File: src/rtl/execute_muldiv_seq_if.sv
// Handshake and data bundle between decode/EX and the RV32M mul/div sequencer.
interface execute_muldiv_seq_if #(
    parameter int unsigned XLEN = 32
);
    logic            start;
    logic [2:0]      op;
    logic [XLEN-1:0] opv1;
    logic [XLEN-1:0] opv2;
    logic            flush;
    logic            stallreq;
    logic            busy;
    logic            done;
    logic [XLEN-1:0] result;

    modport master (
        output start, op, opv1, opv2, flush,
        input  stallreq, busy, done, result
    );

    modport slave (
        input  start, op, opv1, opv2, flush,
        output stallreq, busy, done, result
    );
endinterface

File: src/rtl/execute_muldiv_seq.sv
// Multi-cycle RV32M sequencer: shift-add multiply and restoring divide on one shared
// 2*XLEN accumulator, with sign handling done up front (magnitudes) and in FIX.
module execute_muldiv_seq #(
    parameter int unsigned XLEN  = 32,
    parameter int unsigned CNT_W = 6
) (
    input logic clk,
    input logic rst_n,
    execute_muldiv_seq_if.slave bus
);
    typedef enum logic [1:0] {StIdle, StCalc, StFix, StDone} state_e;

    localparam logic [XLEN-1:0]   One    = XLEN'(1);
    localparam logic [2*XLEN-1:0] OneW   = (2*XLEN)'(1);
    localparam logic [XLEN-1:0]   MinNeg = {1'b1, {(XLEN-1){1'b0}}};

    state_e            state_q, state_d;
    logic [CNT_W-1:0]  cnt_q, cnt_d;
    logic [2*XLEN-1:0] acc_q, acc_d;
    logic [XLEN-1:0]   mcand_q, mcand_d;
    logic [2:0]        op_q, op_d;
    logic              neg_q, neg_d;
    logic              fast_q, fast_d;
    logic [XLEN-1:0]   result_q, result_d;

    logic            sgn1, sgn2, div0, ovf;
    logic [XLEN-1:0] mag1, mag2;
    logic [XLEN:0]   mul_sum, div_shift, div_diff;
    logic [XLEN-1:0] div_rem;
    logic [2*XLEN-1:0] prod_fix;
    logic [XLEN-1:0]   quo_fix, rem_fix;

    always_comb begin
        sgn1 = bus.opv1[XLEN-1] & (bus.op inside {3'd0, 3'd1, 3'd2, 3'd4, 3'd6});
        sgn2 = bus.opv2[XLEN-1] & (bus.op inside {3'd0, 3'd1, 3'd4, 3'd6});
        mag1 = sgn1 ? (~bus.opv1 + One) : bus.opv1;
        mag2 = sgn2 ? (~bus.opv2 + One) : bus.opv2;
        div0 = bus.op[2] && (bus.opv2 == '0);
        ovf  = (bus.op inside {3'd4, 3'd6}) && (bus.opv1 == MinNeg) && (bus.opv2 == '1);
    end

    // One datapath step of each kind; the FSM picks which one to commit.
    always_comb begin
        mul_sum   = {1'b0, acc_q[2*XLEN-1:XLEN]} + (acc_q[0] ? {1'b0, mcand_q} : '0);
        div_shift = {acc_q[2*XLEN-1:XLEN], acc_q[XLEN-1]};
        div_diff  = div_shift - {1'b0, mcand_q};
        div_rem   = div_diff[XLEN] ? div_shift[XLEN-1:0] : div_diff[XLEN-1:0];
        prod_fix  = neg_q ? (~acc_q + OneW) : acc_q;
        quo_fix   = neg_q ? (~acc_q[XLEN-1:0] + One) : acc_q[XLEN-1:0];
        rem_fix   = neg_q ? (~acc_q[2*XLEN-1:XLEN] + One) : acc_q[2*XLEN-1:XLEN];
    end

    always_comb begin
        state_d  = state_q;
        cnt_d    = cnt_q;
        acc_d    = acc_q;
        mcand_d  = mcand_q;
        op_d     = op_q;
        neg_d    = neg_q;
        fast_d   = fast_q;
        result_d = result_q;
        unique case (state_q)
            StIdle: begin
                if (bus.start) begin
                    op_d    = bus.op;
                    cnt_d   = '0;
                    fast_d  = div0 | ovf;
                    state_d = (div0 | ovf) ? StFix : StCalc;
                    if (!bus.op[2]) begin
                        mcand_d = mag1;
                        acc_d   = {{XLEN{1'b0}}, mag2};
                        neg_d   = sgn1 ^ sgn2;
                    end else begin
                        mcand_d = mag2;
                        acc_d   = {{XLEN{1'b0}}, mag1};
                        neg_d   = bus.op[1] ? sgn1 : (sgn1 ^ sgn2);
                    end
                    // Fast-path answer is parked in the low half for FIX to pick up.
                    if (div0) begin
                        acc_d = {{XLEN{1'b0}}, (bus.op[1] ? bus.opv1 : '1)};
                    end else if (ovf) begin
                        acc_d = {{XLEN{1'b0}}, (bus.op[1] ? '0 : MinNeg)};
                    end
                end
            end
            StCalc: begin
                acc_d = op_q[2] ? {div_rem, acc_q[XLEN-2:0], ~div_diff[XLEN]}
                                : {mul_sum, acc_q[XLEN-1:1]};
                cnt_d = cnt_q + 1'b1;
                if (cnt_q == CNT_W'(XLEN - 1)) begin
                    cnt_d   = '0;
                    state_d = StFix;
                end
            end
            StFix: begin
                if (fast_q) begin
                    result_d = acc_q[XLEN-1:0];
                end else begin
                    unique case (op_q)
                        3'd0:                result_d = prod_fix[XLEN-1:0];
                        3'd1, 3'd2, 3'd3:    result_d = prod_fix[2*XLEN-1:XLEN];
                        3'd4, 3'd5:          result_d = quo_fix;
                        default:             result_d = rem_fix;
                    endcase
                end
                state_d = StDone;
            end
            default: state_d = StIdle;
        endcase
        // Flush kills everything, including the result update in FIX.
        if (bus.flush) begin
            state_d  = StIdle;
            result_d = result_q;
        end
    end

    always_ff @(posedge clk or negedge rst_n) begin
        if (!rst_n) begin
            state_q  <= StIdle;
            cnt_q    <= '0;
            acc_q    <= '0;
            mcand_q  <= '0;
            op_q     <= '0;
            neg_q    <= 1'b0;
            fast_q   <= 1'b0;
            result_q <= '0;
        end else begin
            state_q  <= state_d;
            cnt_q    <= cnt_d;
            acc_q    <= acc_d;
            mcand_q  <= mcand_d;
            op_q     <= op_d;
            neg_q    <= neg_d;
            fast_q   <= fast_d;
            result_q <= result_d;
        end
    end

    assign bus.stallreq = !bus.flush && (((state_q == StIdle) && bus.start) ||
                                         (state_q == StCalc) || (state_q == StFix));
    assign bus.busy     = (state_q != StIdle);
    assign bus.done     = (state_q == StDone) && !bus.flush;
    assign bus.result   = result_q;
endmodule
File: src/flat_wrapper.sv
// flat-port wrapper written by rule: the top's interface ports become plain ports
module execute_muldiv_seq_flat 
#(
    parameter int unsigned XLEN  = 32,
    parameter int unsigned CNT_W = 6
)
  (clk, rst_n, bus_start, bus_op, bus_opv1, bus_opv2, bus_flush, bus_stallreq, bus_busy, bus_done, bus_result);
  execute_muldiv_seq_if #(.XLEN(XLEN)) bus_i ();
  input logic clk;
  input logic rst_n;
  input wire logic [$bits(bus_i.start)-1:0] bus_start;
  input wire logic [$bits(bus_i.op)-1:0] bus_op;
  input wire logic [$bits(bus_i.opv1)-1:0] bus_opv1;
  input wire logic [$bits(bus_i.opv2)-1:0] bus_opv2;
  input wire logic [$bits(bus_i.flush)-1:0] bus_flush;
  output wire logic [$bits(bus_i.stallreq)-1:0] bus_stallreq;
  output wire logic [$bits(bus_i.busy)-1:0] bus_busy;
  output wire logic [$bits(bus_i.done)-1:0] bus_done;
  output wire logic [$bits(bus_i.result)-1:0] bus_result;
  assign bus_i.start = bus_start;
  assign bus_i.op = bus_op;
  assign bus_i.opv1 = bus_opv1;
  assign bus_i.opv2 = bus_opv2;
  assign bus_i.flush = bus_flush;
  assign bus_stallreq = bus_i.stallreq;
  assign bus_busy = bus_i.busy;
  assign bus_done = bus_i.done;
  assign bus_result = bus_i.result;
  execute_muldiv_seq #(.XLEN(XLEN), .CNT_W(CNT_W)) u_core (.clk(clk), .rst_n(rst_n), .bus(bus_i));
endmodule
File: config.mk
export PLATFORM = sky130hd
export DESIGN_NAME = execute_muldiv_seq_flat
export DESIGN_NICKNAME = d
export VERILOG_FILES = /design/src/rtl/execute_muldiv_seq_if.sv /design/src/rtl/execute_muldiv_seq.sv /design/src/flat_wrapper.sv
export SDC_FILE = /design/constraint.sdc
export NUM_CORES = 1
export LEC_CHECK = 0
export CAP_MARGIN = 10
export CORE_MARGIN = 5
export CORE_UTILIZATION = 32
export CTS_BUF_LIST = sky130_fd_sc_hd__clkbuf_2 sky130_fd_sc_hd__clkbuf_4 sky130_fd_sc_hd__clkbuf_8
export DETAILED_ROUTE_END_ITERATION = 10
export SLEW_MARGIN = 20
export SYNTH_ARGS = -nofsm -noshare
export SYNTH_HDL_FRONTEND = slang
export SYNTH_SLANG_ARGS = --single-unit
export TNS_END_PERCENT = 100
File: constraint.sdc
create_clock -name clk -period 3.7 [get_ports clk]
set_input_delay 0.74 -clock clk [delete_from_list [all_inputs] [get_ports clk]]
set_output_delay 0.74 -clock clk [all_outputs]
set_load 0.005 [all_outputs]
**Run 1: sequential cells grouped by signal name**

Scale: 1.5 px per um.
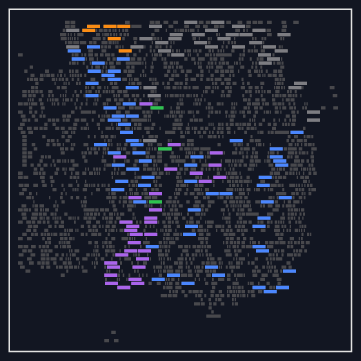
legend:
  green:
    netlist_name: u_core.op_q
    placed_flops: 3
  purple:
    netlist_name: u_core.mcand_q
    placed_flops: 32
  blue:
    netlist_name: u_core.acc_q
    placed_flops: 64
  orange:
    netlist_name: u_core.cnt_q
    placed_flops: 6
not colored: 36
flop share of the area: 19.1%
Core Util, Final: 39.7%

**Run 1: wiring heat map**

Scale: 1.5 px per um. 23 x 23 tiles, from black (low) to pale yellow (high), scaled to the fullest tile. Values are wire area over tile area, all layers added.
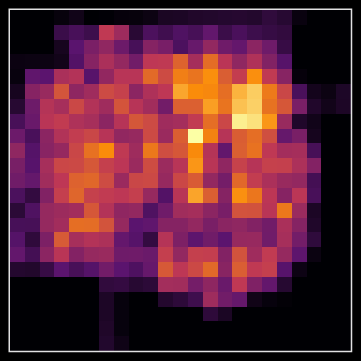
tiles over half the peak: 21%
mean over tiles: 0.20
nearly empty tiles: 27%
densest ninth of the die: center
fullest tile: 0.70
total wire length: 63.0 mm
All-Layer GR Usage: 23.8%

==> impl_metrics.csv, run 1 <==
group,metric,value,unit
synth,yosys_area,15100,sq um
power_and_ir_drop,seq-power,2.98,mW
timing,skew,0.0297,ns
floorplan,die_x,227,um
power_and_ir_drop,vdd.ir_drop.worst,0.443,mV
setup_path,cp.required,4.07,ns
power_and_ir_drop,swShare,53.8,%
route,first_iter_violations,1539,
timing,fin_setup_tns,0,ns
power_and_ir_drop,p_seq_share,16.9,%
finish,final_cells,2830,
synth,synthFlopType,"dfrtp_1",
synth,fa_ha_area_share,6.48,%
finish,antenna_cells,0,
floorplan,chipArea,51600,sq um
flow_run,warning_count,32,
finish,largest_register_ff_count,64,
setup_path,worstSetupEndpoint,"u_core.acc_q[60]",
cts,htree_num_levels,4,
min_path,min_path_type,"in2async",
floorplan,design.core.area,46600,sq um
setup_path,startpoint_type,"flip-flop",
cts,cts_tree,"built",
power_and_ir_drop,powerComb,13.2,mW
timing,fin_crit_sh,99.4,%
cts,clk_pin_slew,0.11,ns
timing,rsz0062_at_grt,"true",
setup_path,r2r_cells,14,
finish,drive_gt1_share,13.8,%
cts,post-cts-setup-buffers,0,
synth,synthArstFlopShare,100,%
power_and_ir_drop,power.density,953,nW/um^2
cts,ctsHoldBuffers,0,
timing,min_period,3.68,ns
timing,max_freq,272,MHz
finish,buffer_area_share,14.5,%
cts,clock_sinks,141,
synth,yosysTopAreaCellShare,23.4,%
synth,synth_area,15100,sq um
synth,logic_family,"AND-OR/OR-AND gates",
synth,synth_flops,141,
finish,clkbuf_count,18,
synth,yosysWarnings,0,
finish,fin_nets,2358,
setup_path,crit_fanout,7,
cts,clk_latency,0.49,ns
floorplan,boundaryPins,106,
finish,logic_area,10800,sq um
power_and_ir_drop,power.share.clock,8.1,%
route,first_pass_iters,5,
timing,holdWs,0.276,ns
placement,postPlaceCellArea,17900,sq um
setup_path,worstSetupEndpointType,"flip-flop",
synth,edf_count,0,
grt,grt_max_degree,73,
setup_path,r2r_slack,0.02,ns
status,status,"finished clean",
placement,dp_cells,2797,
synth,ys_cells,2022,
setup_path,cp.depth,14,
placement,port_buffers,105,
finish,clock_area_share,2.32,%
grt,use_met1,33.3,%
floorplan,die_h,227,um
placement,dp_hpwl,50.1,mm
cts,cts_resized,3,
route,wl_met3,4.45,mm
grt,antenna_found_initial,0,
grt,use_met2,37.9,%
finish,regMostFlops,"u_core.acc_q",
setup_path,cpMaxStageDelayCell,"a211oi_1",
power_and_ir_drop,switching_power,9.46,mW
power_and_ir_drop,power.total,17.6,mW
finish,inverters,69,
synth,yosys.area.top_type,"dfrtp_1",
route,ant_nets,0,
synth,syn_area_per_cell,7.46,sq um
finish,flops,141,
power_and_ir_drop,leakagePower,7.95,nW
synth,syn_inst,2022,
power_and_ir_drop,powerClk,1.43,mW
cts,cts_made_buffers,17,
floorplan,std_cell_rows,79,
finish,nMultiInputCombCells,1670,
finish,dominant_cells,"multi-input combinational cells",
placement,place_congestion,0.995,
finish,seq_area,3530,sq um
setup_path,max_stage_delay,0.53,ns
synth,ys_seq_share,23.4,%
synth,synth.net_count,2170,
timing,slew_viol_final,0,
cts,cts_max_path_buffers,2,
grt,top_usage_layer,"met2",
route,highest_layer,"met4",
setup_path,crit_path_cell_trace,"inv_1, buf_12, nor2_1, ha_1, a211oi_1, o211ai_1, a211oi_1, a211oi_2, buf_4, nor4_1, nor2_1, a311oi_1, xor2_1, o21ai_0",
synth,ys_sh_xor,9.46,%
route,wl_met1,27.8,mm
finish,comb_area_share,58.6,%
floorplan,core_util_floorplan,32.4,%
synth,yosys-mux-area-fraction,5.02,%
synth,aoi_share,28.2,%
route,remaining_drc_errors,0,
grt,first_global_vias,15900,
setup_path,rr_endpoint,"u_core.acc_q[60]",
synth,topCellsByArea,"dfrtp_1 23%, o21ai_0 6.6%, ha_1 6.2%",
synth,simple_gate_area_share,22.0,%
route,wl_per_cell,22.3,um
finish,mostFrequentLayoutCell,"nand2_1",
power_and_ir_drop,largestPowerGroup,"combinational cells",
setup_path,reg2reg_from,"u_core.acc_q[0]",
setup_path,worstSetupPathType,"reg2reg",
timing,worstMarginPinSlew,0.864,ns
placement,pre_cts_slack,-0.197,ns
finish,final_cell_mix,"216 x nand2_1, 200 x buf_4, 196 x o21ai_0, 183 x nor2_1, 182 x a21oi_1",
power_and_ir_drop,p_int,8.13,mW
cts,clockRootBuffer,"clkbuf_8",
**Run 1: sizing map**

Scale: 2 px per um.
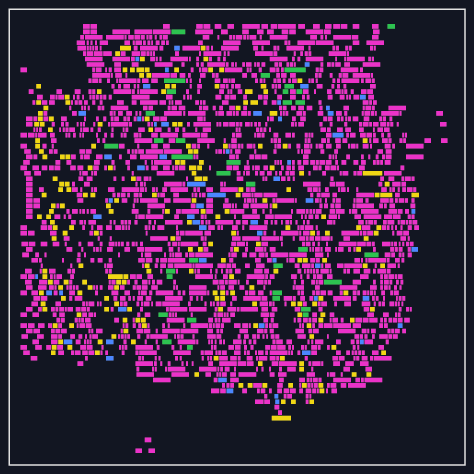
legend:
  blue:
    size: _2 cells
    cells: 56
    most_used: mux2_2
  yellow:
    size: _3 and _4 cells
    cells: 216
    most_used: buf_4
  magenta:
    size: _0 and _1 cells
    cells: 1917
    most_used: nand2_1
  green:
    size: _6 and larger
    cells: 34
    most_used: clkbuf_8
Layout area overhead: 22.4%
Non-clock buffers: 311
Finished Cell Area: 18500 sq um
Final WS setup: 0.0234 ns

**Run 1: M3 wires**

Scale: 2 px per um.
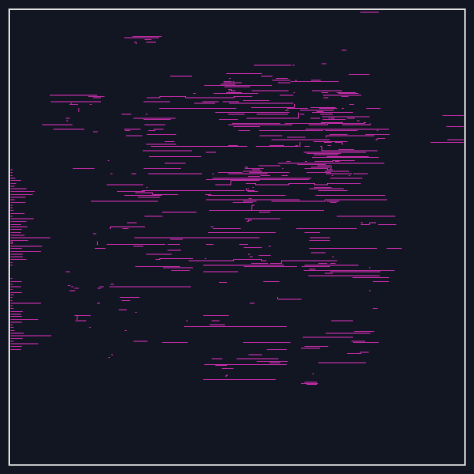
wire length on this layer: 4450 um
nets with wire on the layer: 281
share of all routed wire: 7.1%
via count of the routed design: 16600
met3 Resource Use GR: 3.58%

## run 1: cell usage after synthesis, types with 14 or more instances
| master | instances |
|---|---|
| nand4_1 | 19 |
| o221ai_1 | 21 |
| mux2i_1 | 60 |
| a21oi_1 | 183 |
| ha_1 | 75 |
| xnor2_1 | 80 |
| nor2_1 | 183 |
| a21o_1 | 25 |
| mux2_2 | 14 |
| o31ai_1 | 43 |
| xor2_1 | 83 |
| clkbuf_1 | 119 |
| o21ai_0 | 198 |
| a31oi_1 | 20 |
| o211ai_1 | 24 |
| nand2_1 | 219 |
| dfrtp_1 | 141 |
| nand3_1 | 46 |
| nand2b_1 | 19 |
| a22oi_1 | 17 |
| nor3_1 | 50 |
| or4_1 | 22 |
| or3_1 | 27 |
| o41ai_1 | 15 |
| inv_1 | 69 |
**Run 1: the clock network**

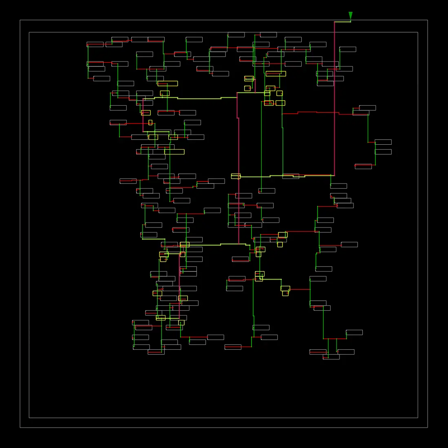

==> run 2, diff against run 1 <==
--- a/config.mk
+++ b/config.mk
@@ -9,9 +9,10 @@
 export CORE_MARGIN = 5
 export CORE_UTILIZATION = 32
 export CTS_BUF_LIST = sky130_fd_sc_hd__clkbuf_2 sky130_fd_sc_hd__clkbuf_4 sky130_fd_sc_hd__clkbuf_8
+export CTS_CLUSTER_SIZE = 20
 export DETAILED_ROUTE_END_ITERATION = 10
 export SLEW_MARGIN = 20
 export SYNTH_ARGS = -nofsm -noshare
 export SYNTH_HDL_FRONTEND = slang
 export SYNTH_SLANG_ARGS = --single-unit
-export TNS_END_PERCENT = 100
+export TNS_END_PERCENT = 50
==> constraint.sdc (replaced) <==
create_clock -name clk -period 3.7 [get_ports clk]
set_input_delay 0.74 -clock clk [delete_from_list [all_inputs] [get_ports clk]]
set_output_delay 0.74 -clock clk [all_outputs]
set_load 0.1 [all_outputs]
**Run 2: the clock network**

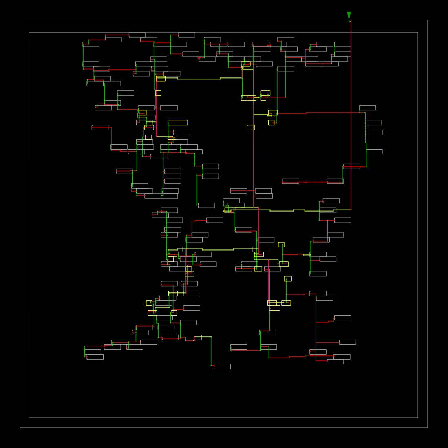
Clock buffer cells: 17
clk pwr: 1.34 mW
Late-Pin Clk Latency: 0.50 ns
total number of clock tree sinks: 141
Final Skew: 0.0241 ns

==> run 2 against run 1 <==
Compared with the run above: sequential share of layout area shrank 0.12 points; flip-flop count is the same; die area unchanged; sequential power barely moved; clock power decreased by 6%; critical endpoint is now u_core.bus.result[29].
==> impl_metrics.csv, run 2 <==
group,metric,value,unit
status,status,"finished clean",
power_and_ir_drop,seq-power,2.96,mW
setup_path,r2r_cells,9,
cts,cts_tree,"built",
placement,postPlaceCellArea,18100,sq um
timing,rsz0062_at_grt,"false",
power_and_ir_drop,power.total,18.9,mW
synth,yosys.area.top_type,"dfrtp_1",
grt,grt_max_degree,100,
finish,comb_area_share,58.4,%
power_and_ir_drop,largestPowerGroup,"combinational cells",
finish,final_cells,2844,
finish,fin_util,39.9,%
finish,dominant_cells,"multi-input combinational cells",
finish,drive_gt1_share,14.8,%
synth,ys_sh_xor,9.46,%
floorplan,core_util_floorplan,32.4,%
floorplan,boundaryPins,106,
finish,mostFrequentLayoutCell,"nand2_1",
finish,logic_area,10900,sq um
synth,yosys_area,15100,sq um
route,remaining_drc_errors,0,
route,first_iter_violations,1435,
placement,place_congestion,0.968,
power_and_ir_drop,swShare,57.0,%
synth,synthTopCellsByCount,"219 x nand2_1, 198 x o21ai_0, 183 x a21oi_1, 183 x nor2_1, 141 x dfrtp_1",
grt,first_global_vias,15900,
setup_path,cp.depth,9,
grt,antenna_found_initial,0,
power_and_ir_drop,power.density,1020,nW/um^2
timing,fin_setup_tns,0,ns
finish,largest_register_ff_count,64,
synth,edf_count,0,
timing,min_period,3.63,ns
cts,cts_max_path_buffers,2,
setup_path,cp.required,4.08,ns
power_and_ir_drop,p_seq_share,15.6,%
timing,slew_viol_final,0,
power_and_ir_drop,leakagePower,8.02,nW
min_path,min_path_type,"in2async",
setup_path,worstSetupEndpoint,"u_core.bus.result[29]",
finish,sh_seq_area,19.0,%
synth,synth.net_count,2170,
cts,cts_made_buffers,17,
setup_path,max_stage_delay,0.61,ns
synth,synth_area,15100,sq um
synth,synth.most_common_cell,"nand2_1",
setup_path,r2r_slack,0.07,ns
route,wl_per_cell,22.0,um
setup_path,worstSetupEndpointType,"flip-flop",
floorplan,design.core.area,46600,sq um
setup_path,worstSetupPathType,"reg2reg",
route,first_pass_iters,5,
setup_path,crit_path_cell_trace,"or4_4, or4_4, or4_4, or2_1, o41ai_4, xor2_1, nor2_1, o21ai_2, a21oi_1",
timing,max_freq,275,MHz
timing,worstMarginPinSlew,1.01,ns
cts,htree_num_levels,4,
floorplan,std_cell_rows,79,
power_and_ir_drop,power.share.clock,7.1,%
synth,yosysWarnings,0,
synth,synthArstFlopShare,100,%
setup_path,cpMaxStageDelayCell,"or4_4",
setup_path,rr_endpoint,"u_core.bus.result[29]",
cts,clockRootBuffer,"clkbuf_8",
route,ant_nets,0,
finish,buffer_area_share,15.0,%
floorplan,chipArea,51600,sq um
synth,yosys-mux-area-fraction,5.02,%
synth,fa_ha_area_share,6.48,%
synth,syn_area_per_cell,7.46,sq um
synth,aoi_share,28.2,%
finish,nMultiInputCombCells,1670,
setup_path,reg2reg_from,"u_core.acc_q[20]",
floorplan,die_h,227,um
finish,syn_to_final_growth,23.2,%
**Run 2: M3 wires**

Scale: 2 px per um.
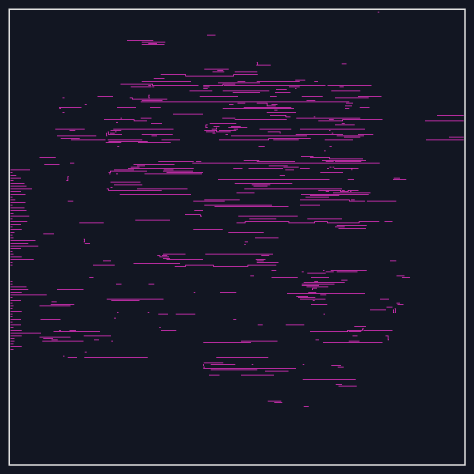
share of all routed wire: 6.5%
main direction: horizontal
longest straight run: 104 um
total wire length: 62.7 mm
via count of the routed design: 16600
met3 Resource Use GR: 2.80%

-- run 2: cell counts after synthesis --
Identical to the previous run, type by type.
-- run 2: what timing repair did --
item | in CTS | in global routing
pin swaps | 1 | 1
resized | 4 | 24
endpoints found under the setup margin | 11 | 33
buffers inserted | 1 | 0
-- run 2: per-stage QoR --
| step | hold WS (ns) | worst slack, ns |
|---|---|---|
| floorplan | 0.444 | 0.278 |
| global placement | 0.463 | -0.133 |
| detailed placement | 0.471 | -0.197 |
| CTS | 0.386 | 0.000355 |
| global route | 0.391 | 0.0207 |
| finish | 0.280 | 0.0686 |
-- run 2: metal layers --
layer | vias up | track usage [%] | wire [um]
met5 | - | 0 | 0
met2 | 695 | 38.1 | 28500
met1 | 7966 | 33.4 | 27900
met4 | 0 | 8.12 | 2260
met3 | 96 | 2.80 | 4080
li1 | 7807 | - | -
Power and IR drop assume default switching activity.
